$ cat src/rtl/gf32_pkg.sv
// rtl/gf32_pkg.sv - shared widths, default modulus low terms and carry-less multiply for the GF(2^32) reducer
package gf32_pkg;

  localparam int PROD_W  = 63;               // 32x32 carry-less product, degree <= 62
  localparam int FIELD_W = 32;               // GF(2^32) element width
  localparam int FOLD1_W = 38;               // after first fold, degree <= 37
  localparam int POLY_W  = 8;                // low terms of the modulus
  localparam int HI1_W   = PROD_W - FIELD_W;  // 31 high bits folded in stage 1
  localparam int HI2_W   = FOLD1_W - FIELD_W; // 6 high bits folded in stage 2

  // x^32 + x^7 + x^3 + x^2 + 1
  localparam logic [POLY_W-1:0] POLY_LO_DEFAULT = 8'h8D;

  // Carry-less product of a high part (up to 31 bits) with the modulus low terms
  function automatic logic [FOLD1_W-1:0] clmul(input logic [HI1_W-1:0] a,
                                               input logic [POLY_W-1:0] b);
    logic [FOLD1_W-1:0] acc;
    acc = '0;
    for (int i = 0; i < HI1_W; i++) begin
      if (a[i]) begin
        acc = acc ^ ({{(FOLD1_W-POLY_W){1'b0}}, b} << i);
      end
    end
    return acc;
  endfunction

endpackage

$ cat src/rtl/gf32_fold.sv
// rtl/gf32_fold.sv - one fold step: lo XOR (hi * POLY_LO), using x^32 == POLY_LO
module gf32_fold import gf32_pkg::*; #(
  parameter int                HI_W    = HI1_W,
  parameter logic [POLY_W-1:0] POLY_LO = POLY_LO_DEFAULT
) (
  input  logic [FIELD_W-1:0] lo_i,
  input  logic [HI_W-1:0]    hi_i,
  output logic [FOLD1_W-1:0] fold_o
);

  // Pure XOR network; the high part is zero-extended to the clmul operand width
  assign fold_o = {{(FOLD1_W-FIELD_W){1'b0}}, lo_i} ^ clmul(HI1_W'(hi_i), POLY_LO);

endmodule

$ cat src/rtl/gf32_reduce_acc.sv
// rtl/gf32_reduce_acc.sv - two-stage GF(2^32) reducer with optional XOR accumulation (macro GF32_ACC_EN)
module gf32_reduce_acc import gf32_pkg::*; #(
  parameter logic [POLY_W-1:0] POLY_LO = POLY_LO_DEFAULT
) (
  input  logic               clk,
  input  logic               rst_n,
  input  logic [PROD_W-1:0]  p,
  input  logic               p_valid,
  input  logic               p_first,
  output logic               p_ready,
  output logic [FIELD_W-1:0] r,
  output logic               r_valid,
  input  logic               r_ready
);

  logic               s1_valid_q, s1_valid_d;
  logic [FOLD1_W-1:0] q_q, q_d;
  logic               s2_valid_q, s2_valid_d;
  logic [FIELD_W-1:0] r_q, r_d;

  logic               s2_adv, s1_adv, in_hs, s2_load;
  logic [FOLD1_W-1:0] fold1_w, fold2_w;
  logic [FIELD_W-1:0] red;
  logic [HI2_W-1:0]   red_hi_unused;

  gf32_fold #(.HI_W(HI1_W), .POLY_LO(POLY_LO)) u_fold1 (
    .lo_i   (p[FIELD_W-1:0]),
    .hi_i   (p[PROD_W-1:FIELD_W]),
    .fold_o (fold1_w)
  );

  gf32_fold #(.HI_W(HI2_W), .POLY_LO(POLY_LO)) u_fold2 (
    .lo_i   (q_q[FIELD_W-1:0]),
    .hi_i   (q_q[FOLD1_W-1:FIELD_W]),
    .fold_o (fold2_w)
  );

  // Second fold has degree <= 12, so its top bits are always zero
  assign {red_hi_unused, red} = fold2_w;

  assign s2_adv  = !s2_valid_q || r_ready;
  assign s1_adv  = !s1_valid_q || s2_adv;
  assign p_ready = s1_adv;
  assign in_hs   = p_valid && p_ready;
  assign s2_load = s2_adv && s1_valid_q;

  assign r       = r_q;
  assign r_valid = s2_valid_q;

`ifdef GF32_ACC_EN
  logic first_q, first_d;
  logic fresh_q, fresh_d;

  // S1 first flag travels with q; the first accepted item after reset always restarts the sum
  always_comb begin
    first_d = first_q;
    fresh_d = fresh_q;
    if (in_hs) begin
      first_d = p_first || fresh_q;
      fresh_d = 1'b0;
    end
  end

  // Accumulator flags, reset so the next accepted product starts a new sum
  always_ff @(posedge clk or negedge rst_n) begin
    if (!rst_n) begin
      first_q <= 1'b0;
      fresh_q <= 1'b1;
    end else begin
      first_q <= first_d;
      fresh_q <= fresh_d;
    end
  end
`else
  logic p_first_unused;
  assign p_first_unused = p_first;
`endif

  // Pipeline next-state: stages shift on advance, data registers only load on real items
  always_comb begin
    s1_valid_d = s1_adv ? p_valid : s1_valid_q;
    q_d        = in_hs ? fold1_w : q_q;
    s2_valid_d = s2_adv ? s1_valid_q : s2_valid_q;
    r_d        = r_q;
    if (s2_load) begin
`ifdef GF32_ACC_EN
      r_d = first_q ? red : (red ^ r_q);
`else
      r_d = red;
`endif
    end
  end

  // Stage registers; reset drops anything in flight and clears the accumulator
  always_ff @(posedge clk or negedge rst_n) begin
    if (!rst_n) begin
      s1_valid_q <= 1'b0;
      q_q        <= '0;
      s2_valid_q <= 1'b0;
      r_q        <= '0;
    end else begin
      s1_valid_q <= s1_valid_d;
      q_q        <= q_d;
      s2_valid_q <= s2_valid_d;
      r_q        <= r_d;
    end
  end

endmodule

$ cat config.mk
export PLATFORM = sky130hd
export DESIGN_NAME = gf32_reduce_acc
export DESIGN_NICKNAME = d
export VERILOG_FILES = /design/src/rtl/gf32_pkg.sv /design/src/rtl/gf32_fold.sv /design/src/rtl/gf32_reduce_acc.sv
export SDC_FILE = /design/constraint.sdc
export NUM_CORES = 1
export LEC_CHECK = 0
export CAP_MARGIN = 20
export CORE_MARGIN = 4
export CORE_UTILIZATION = 55
export DETAILED_ROUTE_END_ITERATION = 7
export PLACE_DENSITY_LB_ADDON = 0.3
export REMOVE_ABC_BUFFERS = 1
export SLEW_MARGIN = 5
export SYNTH_ARGS = -nofsm -noshare
export SYNTH_HDL_FRONTEND = slang
export SYNTH_HIERARCHICAL = 1
export SYNTH_SLANG_ARGS = --single-unit
export TNS_END_PERCENT = 5
$ cat constraint.sdc
create_clock -name clk -period 2.03 [get_ports clk]
set_clock_uncertainty 0.15 [all_clocks]
set_input_delay 0.406 -clock clk [delete_from_list [all_inputs] [get_ports clk]]
set_output_delay 0.406 -clock clk [all_outputs]
set_load 0.005 [all_outputs]
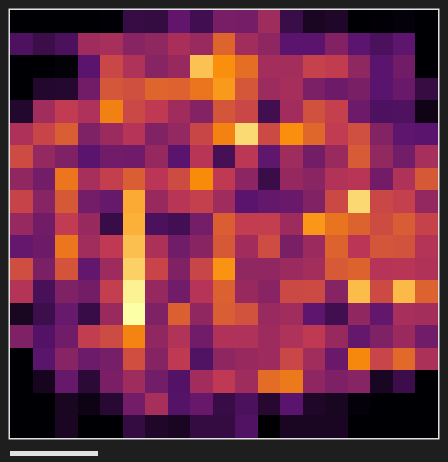
Figure 1: routed metal per tile.
Bar = 20 um. 19 x 19 tiles, from black (low) to pale yellow (high), scaled to the fullest tile. Values are wire area over tile area, all layers added.
tiles over half the peak = 28%
densest ninth of the die = right middle
nearly empty tiles = 9.1%
mean over tiles = 0.14
fullest tile = 0.36

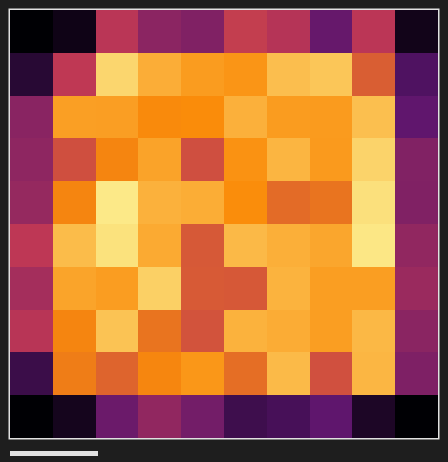
Figure 2: placement density heat map.
Bar = 20 um. 10 x 10 tiles, from black (low) to pale yellow (high), 0 to 100% covered.
mean over tiles = 60%
fullest tile = 95%
nearly empty tiles = 3.0%

==> results_slide.txt <==
Synthesis and Place & Route Summary

Power and ir drop
  • Power per Cell Area: 990 mW/mm2
  • Leak: 2.59 nW
  • Peak VDD IR: 445 uV

Clocking
  • Max H-tree Level: 3
  • Clock slew at reported path FFs: 70 ps
  • Clock buffer depth: 2
  • CTS buffer count: 9
  • CTS tree: built
  • Late-Pin Clk Latency: 330 ps

Cells and area
  • Sequential cell area: 0.00180 mm2
  • Nets: between 400 and 500
  • Antenna diodes: 0
  • Syn-to-layout area delta: 32.1%
  • Filler cells: 531
  • Logic area: roughly 0.0023 mm2

Status
  • Run status: finished clean

Setup path
  • CP max stage delay: approximately 420 ps
  • Top Family by Delay on Critical Path: buffers and inverters
  • Nature of the critical path endpoint: primary output
  • Critical Setup Path Class: in -> out
  • Crit-path slowest cell: clkdlybuf4s50_1
  • Worst path bufs/invs: 2
  • Critical path, cell by cell: clkdlybuf4s50_1, nand3b_4, dlygate4sd2_1
  • Worst EP required: 1470 ps
  • CP startpoint kind: input port

Run
  • Max_cap viols: 0
  • Tool warning count: 26

Placement
  • Place WS: -94.7 ps
  • Placed wire-length estimate: roughly 6400 um

Drt
  • 1st-iter DRT viols: about 74
  • Via count: ~2,500
  • Via density: 4.83
  • Drt first pass iters: 4
  • DRT antenna net count: 0

Global routing
  • First-pass GRT wire length: ~14,000 um
  • Antenna violations before repair: 0
  • GRT Total Usage: 0.184
  • Vias in the first global route: 2,815

Timing
  • Cycle use final: 0.901
  • Max Fclk: 0.547 GHz
  • Relative slew slack: 0.624
  • Setup ws final: roughly 200 ps

Floorplanning
  • Die width: 96.7 um
  • DIE AREA: 0.00936 mm2
  • Die Ht: slightly below 100 um

Logic synthesis
  • Yosys Warn Count: 6
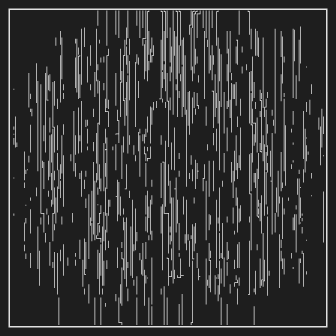
Figure 3: M2 wires.
longest straight run = 39.4 um
nets with wire on the layer = 437

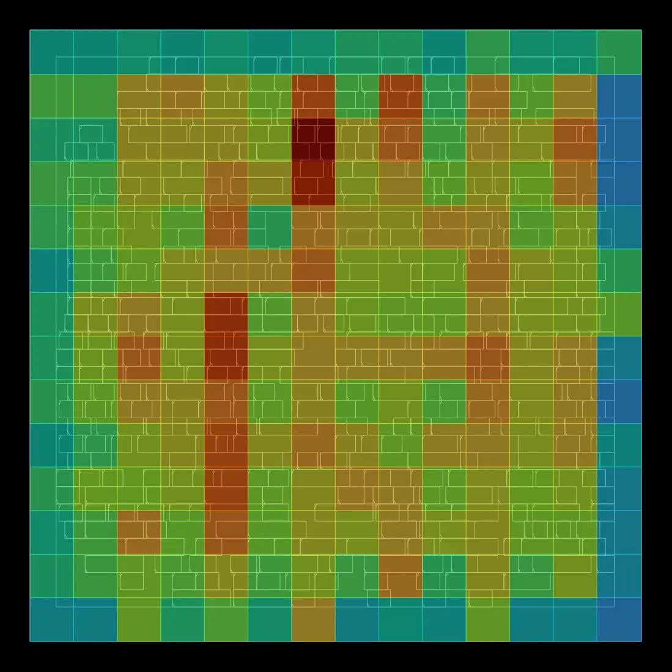
Figure 4: routing congestion.
met3 Usage GRT: 0.0425
GRT busiest layer: met2
Final Core Density: 0.745
GR Util met1: 0.227
Routed WL per cell: 15.7 um

-- flip-flops by register name (all words and copies together) (netlist names) --
| name | count |
|---|---|
| s1_valid_q | 1 |
| r_valid | 1 |
| q_q | 38 |
| r | 32 |
-- metrics by stage --
stage          TNS (ps)  cells  power, mW
4_1_cts               0    520       5.74
3_5_place_dp      -1160    503       4.59
3_3_place_gp       -848    503       4.50
2_1_floorplan         0    266       3.44
6_report              0    520       5.66
5_1_grt               0    520       6.00
-- timing repair --
action,CTS,global route
hold buffers,1,0
endpoints found under the hold margin,42,0
gates resized,1,0
setup endpoints to repair,1,0
-- placed cells by master (no fill, tap or decap) --
master            n
clkdlybuf4s50_1  98
dfrtp_1          72
xnor2_1          52
mux2_2           48
xor2_1           42
buf_4            32
xnor3_1          24
mux2_4           20
clkbuf_8         11
buf_12            4
nand2b_1          3
mux2_1            2
clkbuf_1          2
clkinv_2          2
nand3b_4          1
nand2_2           1
nand2_1           1
bufinv_16         1
dlygate4sd3_1     1
dlygate4sd2_1     1
-- final cells by class --
type,count,share of cell area
multi-input combinational,194,0.398
timing repair buffer,136,0.231
clock inverter,3,0.00699
tap,102,0.0223
clock buffer,13,0.0278
sequential,72,0.315
-- metal layers --
metal	vias up	wire length, um	track usage
met5	-	0	0
met4	0	72	0.0616
met3	5	392	0.0425
met2	69	4270	0.319
met1	1230	3420	0.227
li1	1206	-	-
-- worst paths after layout --
path,startpoint,end,cells after the start
max reg2reg,s1_valid_q$_DFFE_PN0P_,q_q[7]$_DFFE_PN0P_,4
min,r[12]$_DFFE_PN0P_,r[12]$_DFFE_PN0P_,1
min in group asynchronous,rst_n,s1_valid_q$_DFFE_PN0P_,2
min reg2reg,r[12]$_DFFE_PN0P_,r[12]$_DFFE_PN0P_,1
max,r_ready,p_ready,3
max in group asynchronous,rst_n,q_q[5]$_DFFE_PN0P_,3
-- where the power goes --
| group | leakage (nW) | switching [mW] | total [mW] | internal, mW |
|---|---|---|---|---|
| logic | 1.65 | 0.664 | 2.22 | 1.56 |
| registers | 0.840 | 0.334 | 2.31 | 1.97 |
| clock network | 0.103 | 0.502 | 1.13 | 0.633 |
| total | 2.59 | 1.50 | 5.66 | 4.16 |
Power and IR drop assume default switching activity.
